Figure 1. Signal wires on met2 (run 1).
Cells faint in the background.
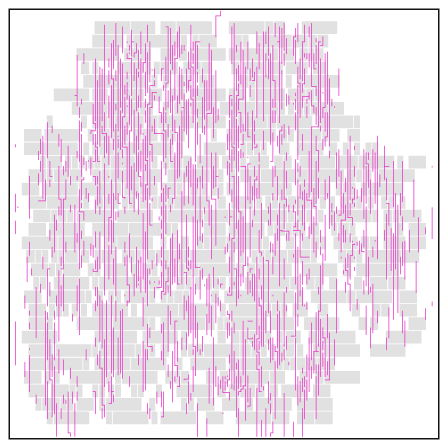
Figure 2. Routed metal, one colour a layer (run 1).
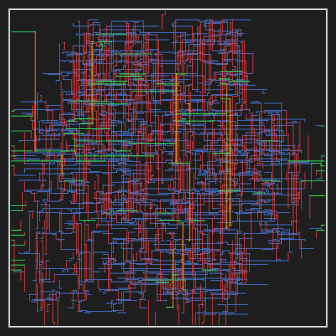
Figure 3. Routing congestion (run 1).
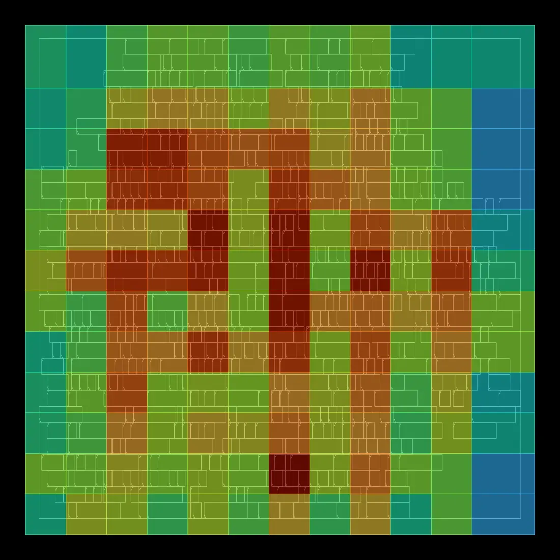
Figure 4. Routed clock nets over the placement (run 1).
The bar under the picture is 20 um long.
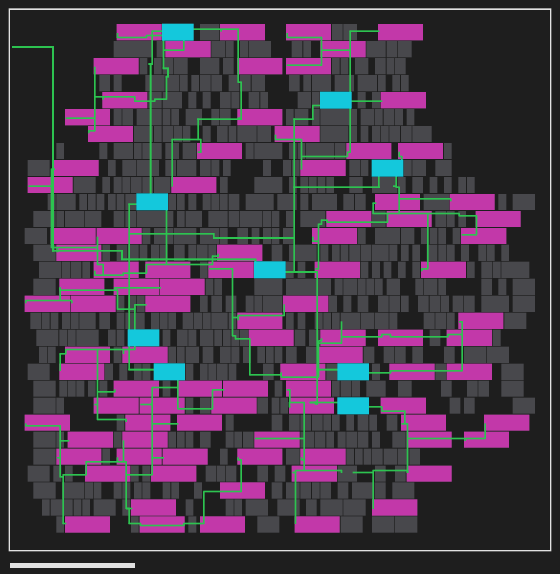
### src/rtl/cam_capture_downsampler.sv
// Byte-serial camera capture: synchronise, pair bytes into RGB332 pixels, and generate frame-buffer writes.
// States: IDLE wait first VSYNC | VBLANK wait VSYNC fall | BYTE0 expect first byte | BYTE1 expect second byte.
module cam_capture_downsampler #(
  parameter int SCREEN_WIDTH  = 176,
  parameter int SCREEN_HEIGHT = 144,
  parameter int ADDR_W        = 15
) (
  input  logic              CLK,
  input  logic              RESET_N,
  input  logic              CAM_PCLK,
  input  logic              CAM_HREF,
  input  logic              CAM_VSYNC,
  input  logic [7:0]        CAM_DATA,
  input  logic [1:0]        MODE,
  output logic [7:0]        PIXEL_OUT,
  output logic [ADDR_W-1:0] W_ADDR,
  output logic              W_EN,
  output logic              FRAME_DONE,
  output logic              OVERFLOW
);

  localparam int X_W = $clog2(SCREEN_WIDTH + 1);
  localparam int Y_W = $clog2(SCREEN_HEIGHT + 1);
  localparam logic [X_W-1:0]    X_MAX    = X_W'(SCREEN_WIDTH);
  localparam logic [Y_W-1:0]    Y_MAX    = Y_W'(SCREEN_HEIGHT);
  localparam logic [X_W-1:0]    X_LO     = X_W'(SCREEN_WIDTH / 2 - 8);
  localparam logic [X_W-1:0]    X_HI     = X_W'(SCREEN_WIDTH / 2 + 8);
  localparam logic [Y_W-1:0]    Y_LO     = Y_W'(SCREEN_HEIGHT / 2 - 8);
  localparam logic [Y_W-1:0]    Y_HI     = Y_W'(SCREEN_HEIGHT / 2 + 8);
  localparam logic [ADDR_W-1:0] ROW_STEP = ADDR_W'(SCREEN_WIDTH);

  typedef enum logic [1:0] {S_IDLE, S_VBLANK, S_BYTE0, S_BYTE1} state_t;

  state_t            state_q, state_d;
  logic [10:0]       sync1_q, sync2_q;
  logic              pclk_prev_q, href_prev_q, vsync_prev_q;
  logic [X_W-1:0]    x_q, x_d, x_adv;
  logic [Y_W-1:0]    y_q, y_d;
  logic [ADDR_W-1:0] row_base_q, row_base_d;
  logic [7:0]        hi_q, hi_d, lo_q, lo_d;
  logic [1:0]        mode_q, mode_d;
  logic              wr_pend_q;
  logic [7:0]        pixel_q, pixel_d, pix_conv;
  logic [ADDR_W-1:0] w_addr_q, w_addr_d;
  logic              w_en_q, frame_done_q, overflow_q, overflow_d;
  logic              pclk_s, href_s, vsync_s;
  logic [7:0]        data_s;
  logic              se, href_fall, vs_rise, vs_fall, in_range;
  logic              active, frame_start, frame_end, line_end, take_hi, take_lo;

  // PCLK, HREF, VSYNC and DATA share one synchroniser so they stay mutually aligned.
  always_ff @(posedge CLK) begin
    if (!RESET_N) begin
      sync1_q      <= '0;
      sync2_q      <= '0;
      pclk_prev_q  <= 1'b0;
      href_prev_q  <= 1'b0;
      vsync_prev_q <= 1'b0;
    end else begin
      sync1_q      <= {CAM_PCLK, CAM_HREF, CAM_VSYNC, CAM_DATA};
      sync2_q      <= sync1_q;
      pclk_prev_q  <= pclk_s;
      href_prev_q  <= href_s;
      vsync_prev_q <= vsync_s;
    end
  end

  assign pclk_s    = sync2_q[10];
  assign href_s    = sync2_q[9];
  assign vsync_s   = sync2_q[8];
  assign data_s    = sync2_q[7:0];
  assign se        = pclk_s & ~pclk_prev_q;
  assign href_fall = href_prev_q & ~href_s;
  assign vs_rise   = vsync_s & ~vsync_prev_q;
  assign vs_fall   = ~vsync_s & vsync_prev_q;

  always_ff @(posedge CLK) begin
    if (!RESET_N) state_q <= S_IDLE;
    else          state_q <= state_d;
  end

  always_comb begin
    state_d = state_q;
    case (state_q)
      S_IDLE:   if (vsync_s) state_d = S_VBLANK;
      S_VBLANK: if (vs_fall) state_d = S_BYTE0;
      S_BYTE0, S_BYTE1: begin
        if (vs_rise)             state_d = S_VBLANK;
        else if (href_fall)      state_d = S_BYTE0;
        else if (se && href_s)   state_d = (state_q == S_BYTE0) ? S_BYTE1 : S_BYTE0;
      end
      default:  state_d = S_IDLE;
    endcase
  end

  always_comb begin
    active      = (state_q == S_BYTE0) || (state_q == S_BYTE1);
    frame_start = (state_q == S_VBLANK) && vs_fall;
    frame_end   = active && vs_rise;
    line_end    = active && href_fall && !vs_rise;
    take_hi     = (state_q == S_BYTE0) && se && href_s && !vs_rise;
    take_lo     = (state_q == S_BYTE1) && se && href_s && !vs_rise;
  end

  always_comb begin
    in_range = (x_q < X_MAX) && (y_q < Y_MAX);
    x_adv    = (wr_pend_q && (x_q < X_MAX)) ? x_q + 1'b1 : x_q;
    case (mode_q)
      2'b00:   pix_conv = {hi_q[7:5], hi_q[2:0], lo_q[4:3]};
      2'b01:   pix_conv = {hi_q[6:4], hi_q[1:0], lo_q[7], lo_q[4:3]};
      2'b10:   pix_conv = {hi_q[7:5], hi_q[7:5], hi_q[7:6]};
      default: pix_conv = (((x_q >= X_LO) && (x_q <= X_HI)) || ((y_q >= Y_LO) && (y_q <= Y_HI)))
                          ? 8'hE0 : 8'hFF;
    endcase
  end

  always_comb begin
    hi_d       = take_hi ? data_s : hi_q;
    lo_d       = take_lo ? data_s : lo_q;
    pixel_d    = pixel_q;
    w_addr_d   = w_addr_q;
    x_d        = x_adv;
    y_d        = y_q;
    row_base_d = row_base_q;
    mode_d     = mode_q;
    overflow_d = overflow_q;
    if (wr_pend_q && in_range) begin
      pixel_d  = pix_conv;
      w_addr_d = row_base_q + ADDR_W'(x_q);
    end
    if (frame_start) begin
      x_d        = '0;
      y_d        = '0;
      row_base_d = '0;
      overflow_d = 1'b0;
      mode_d     = MODE;
    end else begin
      if (wr_pend_q && !in_range) overflow_d = 1'b1;
      // y and row_base saturate at the frame height so row_base never wraps.
      if (line_end && (x_adv != '0)) begin
        x_d = '0;
        if (y_q < Y_MAX) begin
          y_d        = y_q + 1'b1;
          row_base_d = row_base_q + ROW_STEP;
        end
      end
    end
  end

  always_ff @(posedge CLK) begin
    if (!RESET_N) begin
      x_q          <= '0;
      y_q          <= '0;
      row_base_q   <= '0;
      hi_q         <= '0;
      lo_q         <= '0;
      mode_q       <= '0;
      wr_pend_q    <= 1'b0;
      pixel_q      <= '0;
      w_addr_q     <= '0;
      w_en_q       <= 1'b0;
      frame_done_q <= 1'b0;
      overflow_q   <= 1'b0;
    end else begin
      x_q          <= x_d;
      y_q          <= y_d;
      row_base_q   <= row_base_d;
      hi_q         <= hi_d;
      lo_q         <= lo_d;
      mode_q       <= mode_d;
      wr_pend_q    <= take_lo;
      pixel_q      <= pixel_d;
      w_addr_q     <= w_addr_d;
      w_en_q       <= wr_pend_q && in_range;
      frame_done_q <= frame_end;
      overflow_q   <= overflow_d;
    end
  end

  assign PIXEL_OUT  = pixel_q;
  assign W_ADDR     = w_addr_q;
  assign W_EN       = w_en_q;
  assign FRAME_DONE = frame_done_q;
  assign OVERFLOW   = overflow_q;

endmodule

### config.mk
export PLATFORM = sky130hd
export DESIGN_NAME = cam_capture_downsampler
export DESIGN_NICKNAME = d
export VERILOG_FILES = /design/src/rtl/cam_capture_downsampler.sv
export SDC_FILE = /design/constraint.sdc
export NUM_CORES = 1
export LEC_CHECK = 0
export ABC_AREA = 1
export CORE_MARGIN = 2
export CORE_UTILIZATION = 61
export DETAILED_ROUTE_END_ITERATION = 10
export PLACE_DENSITY = 0.88
export SYNTH_ARGS = -nofsm -noshare
export SYNTH_HDL_FRONTEND = slang
export SYNTH_SLANG_ARGS = --single-unit
### constraint.sdc
create_clock -name CLK -period 5 [get_ports CLK]
set_clock_uncertainty 0.15 [all_clocks]
set_input_delay 1 -clock CLK [delete_from_list [all_inputs] [get_ports CLK]]
set_output_delay 1 -clock CLK [all_outputs]
set_load 0.01 [all_outputs]
==> changes_impl.md, run 1 <==
## Flow update

- Power Internal: 988 uW
- Sequential cell area: 0.00186 mm^2
- Largest cell class by area: multi-input combinational cells
- Layout non-clock buf frac: 8.75%
- Clock-pin transition on the worst setup and hold timing paths: 100 ps
- Mux area share: 0%
- Combinational cell power: 85.2 uW
- Area fraction in compound gates: 12.8%
- Dominant Register Cell: dfxtp_1
- Routability cong.: 0.915
- Setup-failing EPs final: 0
- Final ANT Viol Nets: 0
- Tool warnings: 28
- Seq area share: 39.0%
- Met1 wire length: 4.05 mm
- Critical R2R Capture: row_base_q[12]
- RSZ-0062 raised after global routing: no
- WL met2: 4.33 mm
- Yosys warnings: 0
- Combinational share of cell area: 39.1%
- Maximum level of the CTS H-tree: 3
- Total negative slack: 0 ps
- CP startpoint: RESET_N
- WP data required: 5140 ps
- Vias in the first global route: 3339
- Fp util: 62.2%
- Seq/Total Area, Yosys: 44.8%
- Filler cells: 512
- Post-synthesis cell area: 0.00415 mm^2
- Chip area: 0.00749 mm^2
- DRC Markers: 0
- Reg-to-reg setup timing slack: 2540 ps
- Leakage: 2.17 nW
- Final hold violation count: 0
- Status: finished clean
- Cell at the root of the clock tree: clkbuf_8
- Layout Nets: 622
- PD cells: 283 mW/mm^2
- Post-CTS setup buffers: 0
- Synth top cell by count: nand2_1
About Figure 1:
share of all routed wire = 48%
longest straight run = 26.5 um

About Figure 2:
green -> metal 3  # wire length 433 um
blue -> metal 1  # wire length 4050 um
orange -> metal 4  # wire length 219 um
red -> metal 2  # wire length 4330 um
via count: 3763
GRT Util Overall: 25.0%
Routed WL per cell: 13.2 um
DRT Wirelength: 9.03 mm

About Figure 3:
met2 Usage GRT: 40.2%
busiest grt layer: met2
met1 Use GR: 33.1%
Finished Core Util: 71.5%

About Figure 4:
green -> clock wires  # length 976 um
cyan -> clock drivers  # count 9
magenta -> flip-flops  # count 93
flops lie = widely spread
routed clock nets = 10

Figure 5. Met3 routing (run 1).
The bar under the picture is 20 um long. Cells faint in the background.
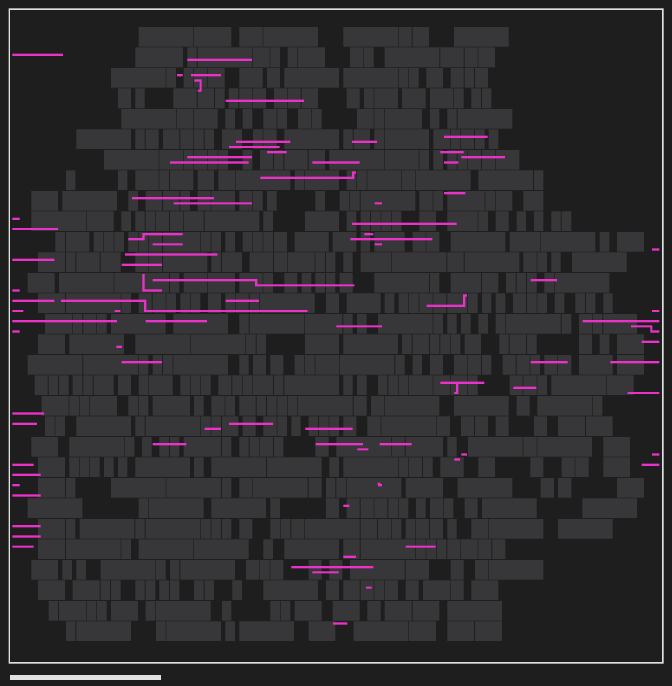

## Run 2: what changed since run 1
--- a/config.mk
+++ b/config.mk
@@ -7,9 +7,9 @@
 export LEC_CHECK = 0
 export ABC_AREA = 1
 export CORE_MARGIN = 2
-export CORE_UTILIZATION = 61
+export CORE_UTILIZATION = 51
 export DETAILED_ROUTE_END_ITERATION = 10
-export PLACE_DENSITY = 0.88
+export PLACE_DENSITY = 0.78
 export SYNTH_ARGS = -nofsm -noshare
 export SYNTH_HDL_FRONTEND = slang
 export SYNTH_SLANG_ARGS = --single-unit
==> constraint.sdc (replaced) <==
create_clock -name CLK -period 2.36 [get_ports CLK]
set_clock_uncertainty 0.15 [all_clocks]
set_input_delay 0.472 -clock CLK [delete_from_list [all_inputs] [get_ports CLK]]
set_output_delay 0.472 -clock CLK [all_outputs]
set_load 0.01 [all_outputs]
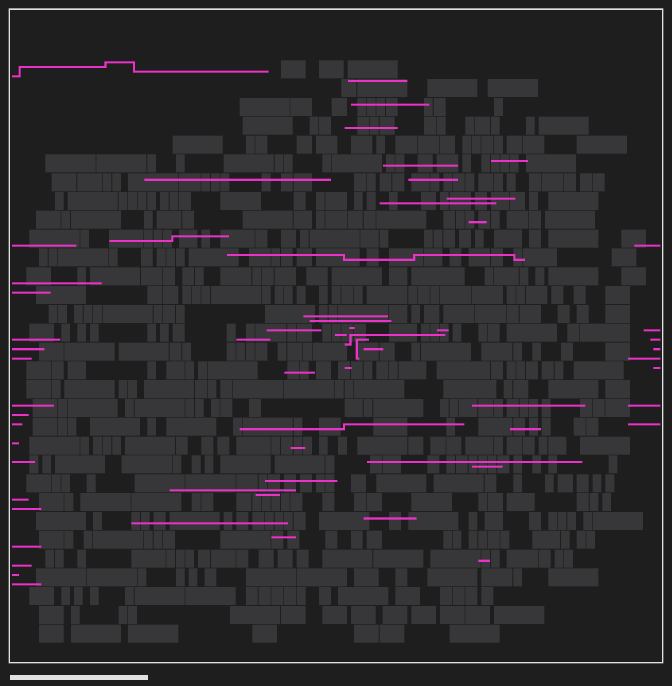
Figure 6: run 2, met3 routing.
The bar under the picture is 20 um long. Cells faint in the background.
main direction = horizontal
nets with wire on the layer = 55
wire length on this layer = 520 um
longest straight run = 30.8 um
GR Util met3: 5.70%
via count: 3678

==> changes_impl.md, run 2 <==
## Flow update

- Status: finished clean
- Fp util: 53.2%
- Routability cong.: 0.913
- Post-synth top area cell: dfxtp_1
- Met2 Usage GRT: 36.0%
- Maximum level of the CTS H-tree: 3
- Seq/Total Area, Yosys: 44.8%
- Critical R2R Capture: W_ADDR[14]
- Leakage: 2.22 nW
- WL met2: 4.16 mm
- Clock-pin transition on the worst setup and hold timing paths: 110 ps
- Power Internal: 2.10 mW
- Setup-failing EPs final: 0
- Mux area share: 0%
- Dominant Register Cell: dfxtp_1
- Busiest grt layer: met2
- Total gr overflow: 0
- Met1 Use GR: 27.2%
- Sequential cell area: 0.00187 mm^2
- Cell at the root of the clock tree: clkbuf_8
- Area fraction in compound gates: 12.8%
- Routed WL per cell: 12.4 um
- Combinational share of cell area: 38.3%
- Met1 wire length: 4.06 mm
- Finished Core Util: 62.5%
- Vias in the first global route: 3351
- Pin count of the biggest net entering global routing: 60
- Tool warnings: 28
- Filler cells: 699
- Largest cell class by area: multi-input combinational cells
- Combinational cell power: 183 uW
- Post-synthesis cell area: 0.00415 mm^2
- Chip area: 0.00888 mm^2
- CP startpoint: x_q[4]
- Synth top cell by count: nand2_1
- RSZ-0062 raised after global routing: no
- Setup crit end: W_ADDR[14]
- Seq area share: 38.2%
- PD cells: 592 mW/mm^2
- Tmin final: 2170 ps
- Yosys warnings: 0
- Post-CTS setup buffers: 0
- Total negative slack: 0 ps
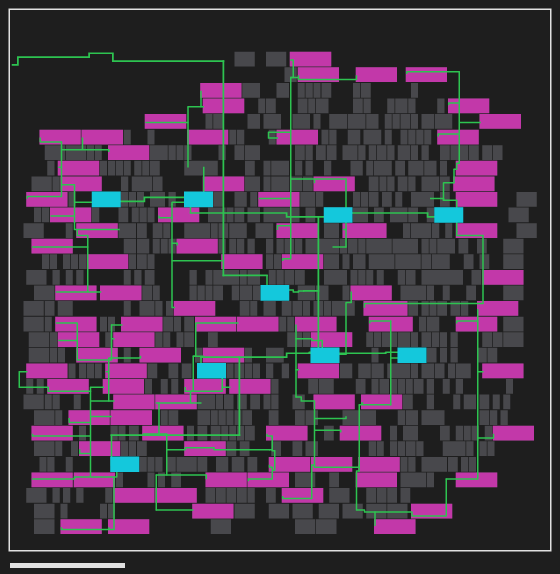
Figure 7: run 2, routed clock nets over the placement.
The bar under the picture is 20 um long.
power in the clock group: 1.08 mW
clk latency late pin: 370 ps

Power and IR drop assume default switching activity.
